## config.mk

```make
export PLATFORM = sky130hd
export DESIGN_NAME = uart_rx_ovs
export DESIGN_NICKNAME = d
export VERILOG_FILES = /design/src/rtl/uart_rx_ovs.sv
export SDC_FILE = /design/constraint.sdc
export NUM_CORES = 1
export LEC_CHECK = 0
export CORE_MARGIN = 2
export CORE_UTILIZATION = 25
export CTS_BUF_LIST = sky130_fd_sc_hd__clkbuf_16
export DETAILED_ROUTE_END_ITERATION = 16
export GPL_ROUTABILITY_DRIVEN = 0
export SLEW_MARGIN = 20
export SYNTH_ARGS = -nofsm -noshare
export SYNTH_HDL_FRONTEND = slang
export SYNTH_SLANG_ARGS = --single-unit
```

## constraint.sdc

```tcl
create_clock -name clk -period 3 [get_ports clk]
set_input_delay 0.9 -clock clk [delete_from_list [all_inputs] [get_ports clk]]
set_output_delay 0.9 -clock clk [all_outputs]
set_load 0.005 [all_outputs]
```

## src/rtl/uart_rx_ovs.sv

```systemverilog
// uart_rx_ovs: oversampling UART receiver with majority voting, per-frame config latch and break handling
// Ports: clk, rst (sync, active-high); baud_pulse = one tick, OVS ticks per bit; rx = async serial input;
// wls/pen/eps/sticky_parity = frame format, latched at start detect; push strobes dout/pe/fe/bi, held until next push.
module uart_rx_ovs #(
  parameter int OVS = 16,
  parameter int CW = $clog2(OVS)
) (
  input  logic       clk,
  input  logic       rst,
  input  logic       baud_pulse,
  input  logic       rx,
  input  logic [1:0] wls,
  input  logic       pen,
  input  logic       eps,
  input  logic       sticky_parity,
  output logic       push,
  output logic [7:0] dout,
  output logic       pe,
  output logic       fe,
  output logic       bi
);
  localparam logic [CW-1:0] MID = CW'(OVS / 2 + 1);
  localparam logic [CW-1:0] LAST = CW'(OVS - 1);
  typedef enum logic [2:0] {IDLE, START, DATA, PARITY, STOP, BRK_WAIT} state_t;
  state_t state, state_n;
  logic [1:0] sync, win, wls_l;
  logic [CW-1:0] cnt, nc;
  logic [2:0] bitcnt, top;
  logic [7:0] sh;
  logic rx_s, pen_l, eps_l, sp_l, par, maj, mid, last, perr, brk;
  assign rx_s = sync[1];
  // cnt is the in-bit position of the previous pulse, nc that of the current one; the start-detect pulse is position 0
  assign nc = cnt + 1'b1;
  assign mid = baud_pulse && nc == MID;
  assign last = baud_pulse && nc == LAST;
  // win holds the two previous samples, so on the MID pulse the vote covers positions M-1..M+1
  assign maj = (win[1] & win[0]) | (win[1] & rx_s) | (win[0] & rx_s);
  assign top = 3'd4 + {1'b0, wls_l};
  // sticky parity expects ~eps; otherwise data^p must equal ~eps (0 for even, 1 for odd)
  assign perr = (sp_l ? 1'b0 : ^sh) ^ par ^ ~eps_l;
  assign brk = sh == 8'd0 && !(pen_l && par) && !maj;
  always_comb begin
    state_n = state;
    case (state)
      IDLE:     state_n = baud_pulse && !rx_s ? START : IDLE;
      START:    state_n = mid && maj ? IDLE : last ? DATA : START;
      DATA:     state_n = last && bitcnt == top ? (pen_l ? PARITY : STOP) : DATA;
      PARITY:   state_n = last ? STOP : PARITY;
      STOP:     state_n = mid ? (brk ? BRK_WAIT : IDLE) : STOP;
      BRK_WAIT: state_n = baud_pulse && rx_s ? IDLE : BRK_WAIT;
      default:  state_n = IDLE;
    endcase
  end
  always_ff @(posedge clk) begin
    if (rst) begin
      sync <= 2'b11;
      win <= 2'b11;
      state <= IDLE;
      cnt <= '0;
      bitcnt <= '0;
      sh <= '0;
      wls_l <= '0;
      pen_l <= 1'b0;
      eps_l <= 1'b0;
      sp_l <= 1'b0;
      par <= 1'b0;
      push <= 1'b0;
      dout <= '0;
      pe <= 1'b0;
      fe <= 1'b0;
      bi <= 1'b0;
    end else begin
      sync <= {sync[0], rx};
      state <= state_n;
      push <= 1'b0;
      if (baud_pulse) begin
        win <= {win[0], rx_s};
        cnt <= state == IDLE || state_n == IDLE ? '0 : nc;
      end
      if (state == IDLE && state_n == START) begin
        wls_l <= wls;
        pen_l <= pen;
        eps_l <= eps;
        sp_l <= sticky_parity;
        bitcnt <= '0;
        sh <= '0;
        par <= 1'b0;
      end
      // bits enter at position n-1 and shift right, leaving the frame right-aligned LSB-first
      if (state == DATA && mid) sh <= (sh >> 1) | (8'(maj) << top);
      if (state == DATA && last) bitcnt <= bitcnt == top ? '0 : bitcnt + 1'b1;
      if (state == PARITY && mid) par <= maj;
      // the frame is delivered mid stop bit so back-to-back frames resynchronise early
      if (state == STOP && mid) begin
        push <= 1'b1;
        dout <= sh;
        pe <= pen_l & perr;
        fe <= ~maj;
        bi <= brk;
      end
    end
  end
endmodule

```

Figure 1. Where the registers sit (run 1).
Scale: 4 px per um. Other sequential cells in the stronger grey, the rest of the logic in the fainter grey.
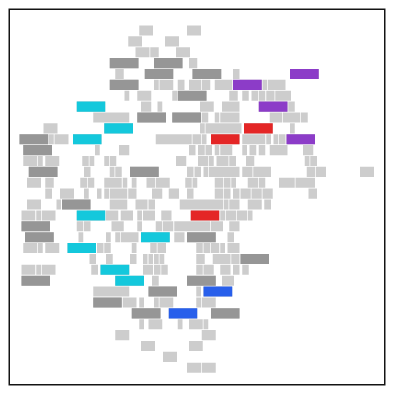
Key: cyan = sh [sequential cells 8]; red = state [sequential cells 3]; blue = wls_l [sequential cells 2]; purple = cnt [sequential cells 4, where upper right]
Another 23 sequential cells are not coloured.
Flop area: 800.8 um2
P_seq: 0.000546 W

Figure 2. Clock distribution (run 1).
Scale: 6 px per um.
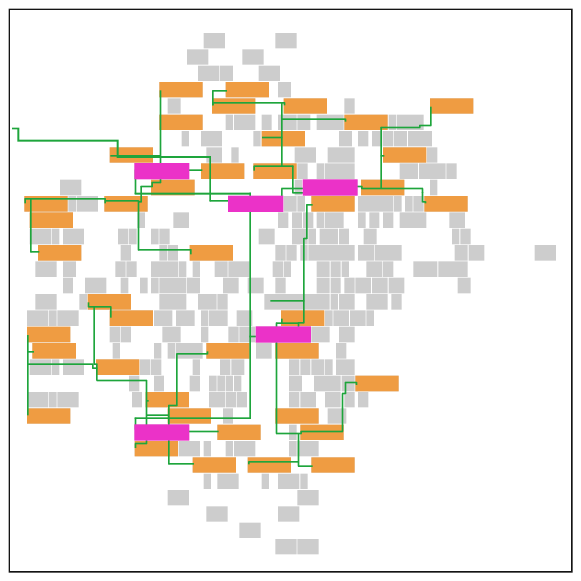
Key: orange = flip-flops [count 40]; green = clock wires [length 520 um]; magenta = clock drivers [count 5]
There are 6 routed clock nets.
Clk. pwr: 0.000586 W
clock share of power: 0.486
clock latency on the worst-skew pair: 0.28 ns
clock skew: 0.002791 ns

Figure 3. Congestion heat map (run 1).
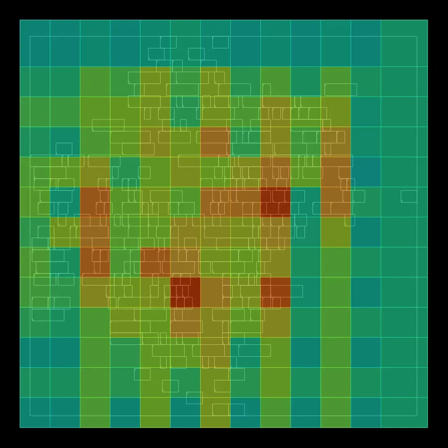
met1 GRT Util: 0.1403
met3 Usage GRT: 0.02901
Total GRT Usage: 0.1058
Final Util: 0.3285
wire length per cell: 11.72 um

Figure 4. Power grid (run 1).
Scale: 4 px per um. Pins as bars on the die edge.
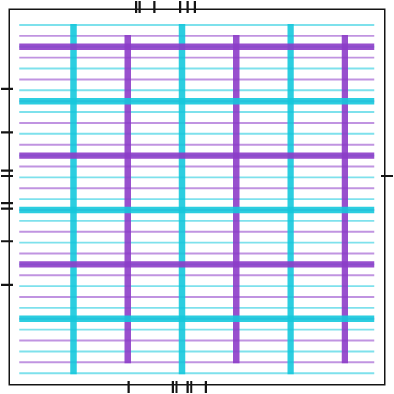
Key: purple = VDD; cyan = VSS
21 signal pins sit on the boundary. The core has 32 rows. 6 straps on met4.
core area: 7727 um2
die height: 93.52 um
Worst IR Drop VDD: 0.2246 mV
Die Span X: 93.52 um

==> flow_summary.json, run 1 <==
{
  "p_sw_w": 0.0002479,
  "yosysTopAreaCell": "dfxtp_1",
  "drtIter0Drc": 98,
  "swShare": 0.2055,
  "power-top-group": "the clock network",
  "ys_sh_aoi": 0.1305,
  "logic_gates": 166,
  "tightest_slew_ns": 0.6538,
  "period_needed_ns": 2.724,
  "flops": 40,
  "use_met2": 0.1673,
  "edf_count": 0,
  "synthDistinctLibCells": 42,
  "top_cells_by_area": "dfxtp_1 40%, mux2i_1 7.5%, a21oi_1 5.0%",
  "top_area_frac": 0.3998,
  "wl_met3_um": 141,
  "arrival_ns": 2.86,
  "wl_um": 4244,
  "avgViaCountPerCell": 4.528,
  "die_area_um2": 8745,
  "htreeDepth": 2,
  "fin_ws_ns": 0.2761,
  "antenna_left": 0,
  "max-cap-violations": 0,
  "syn_area_um2": 2003,
  "ys_ff": 40,
  "seq_share": 0.3154,
  "drtPass1Iterations": 4,
  "ios": 21,
  "ys_sh_xor": 0.03498,
  "rrSetupSlack_ns": 0.60,
  "top_cells_by_count": "40 x dfxtp_1, 25 x nor2_1, 20 x a21oi_1",
  "synthAdderAreaFrac": 0.05497,
  "yosys_warnings": 0,
  "power.total_w": 0.001206,
  "hold_path.class": "flop to flop",
  "comb_power_w": 0.0000742,
  "wl_met2_um": 2021,
  "signal_buffers": 31,
  "tapCellCount": 102,
  "dpl.cell_count": 354,
  "clk_pin_slew_ns": 0.06,
  "dominant-cell-class": "multi-input combinational cells",
  "maxSlewViolCount": 0,
  "ys_sh_mux": 0.08745,
  "drive_gt1_frac": 0.1115,
  "finalSetupViolations": 0,
  "grt_pass1_wl_um": 7431,
  "holdWs_ns": 0.4078,
  "finalHoldViolCount": 0,
  "drc": 0,
  "cp_top_family": "simple AND/OR/NAND/NOR gates",
  "avgSynthCellArea_um2": 8.709,
  "hp-start": "sync[0]",
  "endpoint": "cnt[2]",
  "largestRegisters": "dout x8, sh x8, cnt x4",
  "ys_chip_area_um2": 2003,
  "top_layer_used": "met4",
  "yosys_cells": 230,
  "post-place-ws_ns": -0.02223,
  "r2r-start": "cnt[1]",
  "tool_warnings": 28,
  "required_ns": 3.14,
  "clk_path_buf_depth": 2,
  "status": "completed",
  "worstSetupPathDepth": 8,
  "syn_inst": 230,
  "p_seq_frac": 0.452,
  "grt_start_max_net_pins": 18,
  "grt_pass1_vias": 1553,
  "fin_area_um2": 2539,
  "busiest_layer": "met2",
  "simple_gate_share": 0.2455,
  "num_rows": 32,
  "fin_cells": 362,
  "finalClockPeriodUsage": 0.9080,
  "pwr-share-comb": 0.062,
  "synthTopLogicFamily": "simple AND/OR/NAND/NOR gates",
  "place_area_um2": 2376,
  "clkCellAreaFrac": 0.06407,
  "cpPeakStageDelay_ns": 0.52,
  "critical_path_buf_inv_count": 1,
  "comb_area_frac": 0.4367,
  "m1WireLength_um": 2043,
  "rr_endpoint": "cnt[2]",
  "fp_nets": 247,
  "antenna_found_initial": 0
}
## run 1: placed cells by master, fill, tap and decap left out, types with 2 or more instances in the layout
master / synthesis / routed
xnor2_1: 7 / 7
clkinv_1: 0 / 2
nand2_1: 12 / 12
clkdlybuf4s50_1: 0 / 20
or4_1: 2 / 2
a211oi_1: 3 / 3
nor2b_1: 3 / 3
ha_1: 8 / 8
nor3_1: 6 / 6
and2_1: 3 / 3
inv_1: 15 / 15
nand3_1: 17 / 17
clkbuf_16: 0 / 5
dfxtp_1: 40 / 40
or2_2: 2 / 2
nand4_1: 5 / 5
buf_4: 0 / 11
nor3b_1: 3 / 3
o21ai_0: 9 / 9
a21oi_1: 20 / 20
nand2b_1: 5 / 5
nor2_1: 25 / 25
mux2i_1: 15 / 15
--- run 2 (diff from run 1) ---
--- a/config.mk
+++ b/config.mk
@@ -10,6 +10,7 @@
 export CTS_BUF_LIST = sky130_fd_sc_hd__clkbuf_16
 export DETAILED_ROUTE_END_ITERATION = 16
 export GPL_ROUTABILITY_DRIVEN = 0
+export PLACE_DENSITY = 0.5
 export SLEW_MARGIN = 20
 export SYNTH_ARGS = -nofsm -noshare
 export SYNTH_HDL_FRONTEND = slang
Figure 5. Power grid (run 2).
Scale: 4 px per um. Pins as bars on the die edge.
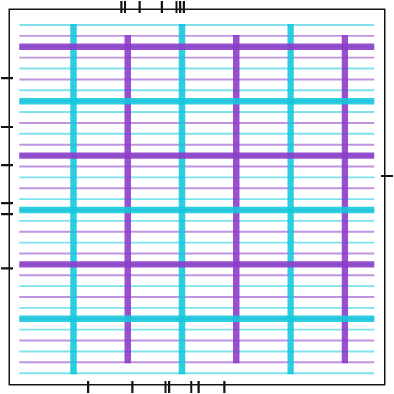
Key: purple = VDD; cyan = VSS
The core has 32 rows. 6 straps on met4.
Worst IR Drop VDD: 0.2808 mV

Figure 6. Where the registers sit (run 2).
Scale: 4 px per um. Other sequential cells in the stronger grey, the rest of the logic in the fainter grey.
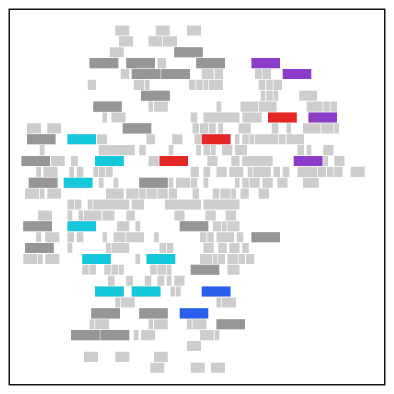
Key: blue = wls_l [sequential cells 2]; red = state [sequential cells 3]; purple = cnt [sequential cells 4, where upper right]; cyan = sh [sequential cells 8]
Another 23 sequential cells are not coloured.
Final Util: 0.3246
sequential share of cell area: 0.3192

==> flow_summary.json, run 2 <==
{
  "top_layer_used": "met4",
  "comb_power_w": 0.0000746,
  "busiest_layer": "met2",
  "clk_path_buf_depth": 2,
  "period_needed_ns": 2.743,
  "die_h_um": 93.52,
  "wl_um": 4277,
  "arrival_ns": 2.88,
  "dpl.cell_count": 353,
  "swShare": 0.2239,
  "status": "completed",
  "most-common-layout-cells": "40 x dfxtp_1, 25 x nor2_1, 20 x a21oi_1, 20 x clkdlybuf4s50_1, 17 x nand3_1",
  "grt_pass1_vias": 1556,
  "place_area_um2": 2369,
  "p_seq_w": 0.000546,
  "synthDistinctLibCells": 42,
  "pwr-share-comb": 0.066,
  "avgSynthCellArea_um2": 8.709,
  "tightest_slew_ns": 0.6497,
  "ios": 21,
  "yosys_cells": 230,
  "fin_area_um2": 2509,
  "max-cap-violations": 0,
  "worstSetupPathDepth": 9,
  "syn_area_um2": 2003,
  "htreeDepth": 2,
  "antenna_left": 0,
  "finClkSkew_ns": 0.004128,
  "fp_nets": 247,
  "grtUsageTotal": 0.1023,
  "avgRoutedWirePerCell_um": 11.85,
  "clkPwrFrac": 0.449,
  "wl_met3_um": 91,
  "post-place-ws_ns": -0.008646,
  "endpoint": "cnt[2]",
  "final_common_cell": "dfxtp_1",
  "m1WireLength_um": 2163,
  "finalHoldViolCount": 0,
  "maxSlewViolCount": 0,
  "required_ns": 3.14,
  "rrSetupSlack_ns": 0.58,
  "cp_top_family": "buffers and inverters",
  "fin_cells": 361,
  "drc": 0,
  "rr_endpoint": "cnt[2]",
  "power-top-group": "registers",
  "antenna_found_initial": 0,
  "ys_ff": 40,
  "use_met3": 0.02176,
  "top_cells_by_area": "dfxtp_1 40%, mux2i_1 7.5%, a21oi_1 5.0%",
  "critical_path_buf_inv_count": 2,
  "finalSetupViolations": 0,
  "die_width_um": 93.52,
  "use_met2": 0.1625,
  "grt_pass1_wl_um": 7155,
  "top_area_frac": 0.3998,
  "power.total_w": 0.001126,
  "p_seq_frac": 0.485,
  "largestRegisters": "dout x8, sh x8, cnt x4",
  "met1_usage": 0.1364,
  "grt_start_max_net_pins": 19,
  "power_clock_w": 0.000506,
  "avgViaCountPerCell": 4.515,
  "fin_ws_ns": 0.2567,
  "flop_area_um2": 800.8,
  "drtPass1Iterations": 4,
  "wl_met2_um": 1973,
  "finalClockPeriodUsage": 0.9144,
  "yosysTopAreaCell": "dfxtp_1",
  "syn_inst": 230,
  "clk_pin_slew_ns": 0.06,
  "edf_count": 0,
  "drive_gt1_frac": 0.1081,
  "ys_chip_area_um2": 2003,
  "r2r-start": "cnt[1]"
}
run 2: logic make-up (layout without fill, tap and decap cells):
logic type                 after synthesis  in the layout  synth area share
and+or+nand+nor                         90             90            0.2455
muxes                                   17             17           0.08744
adders and majority gates                9              9           0.05497
xor gates and xnor gates                 8              8           0.03498
DFF                                     40             40            0.3998
AOI/OAI and AO/OA                       42             42            0.1306
buffers and inverters                   24             53           0.04684
run 2: final cells by class:
| type | count | share of cell area |
|---|---|---|
| well taps | 102 | 0.05087 |
| inverters | 15 | 0.02244 |
| flip-flops and latches | 40 | 0.3192 |
| clock inverters | 3 | 0.005985 |
| multi-input cells | 166 | 0.4419 |
| clock buffers | 5 | 0.04988 |
| repair buffers | 30 | 0.1097 |
Power is estimated from default activity; no workload was simulated.
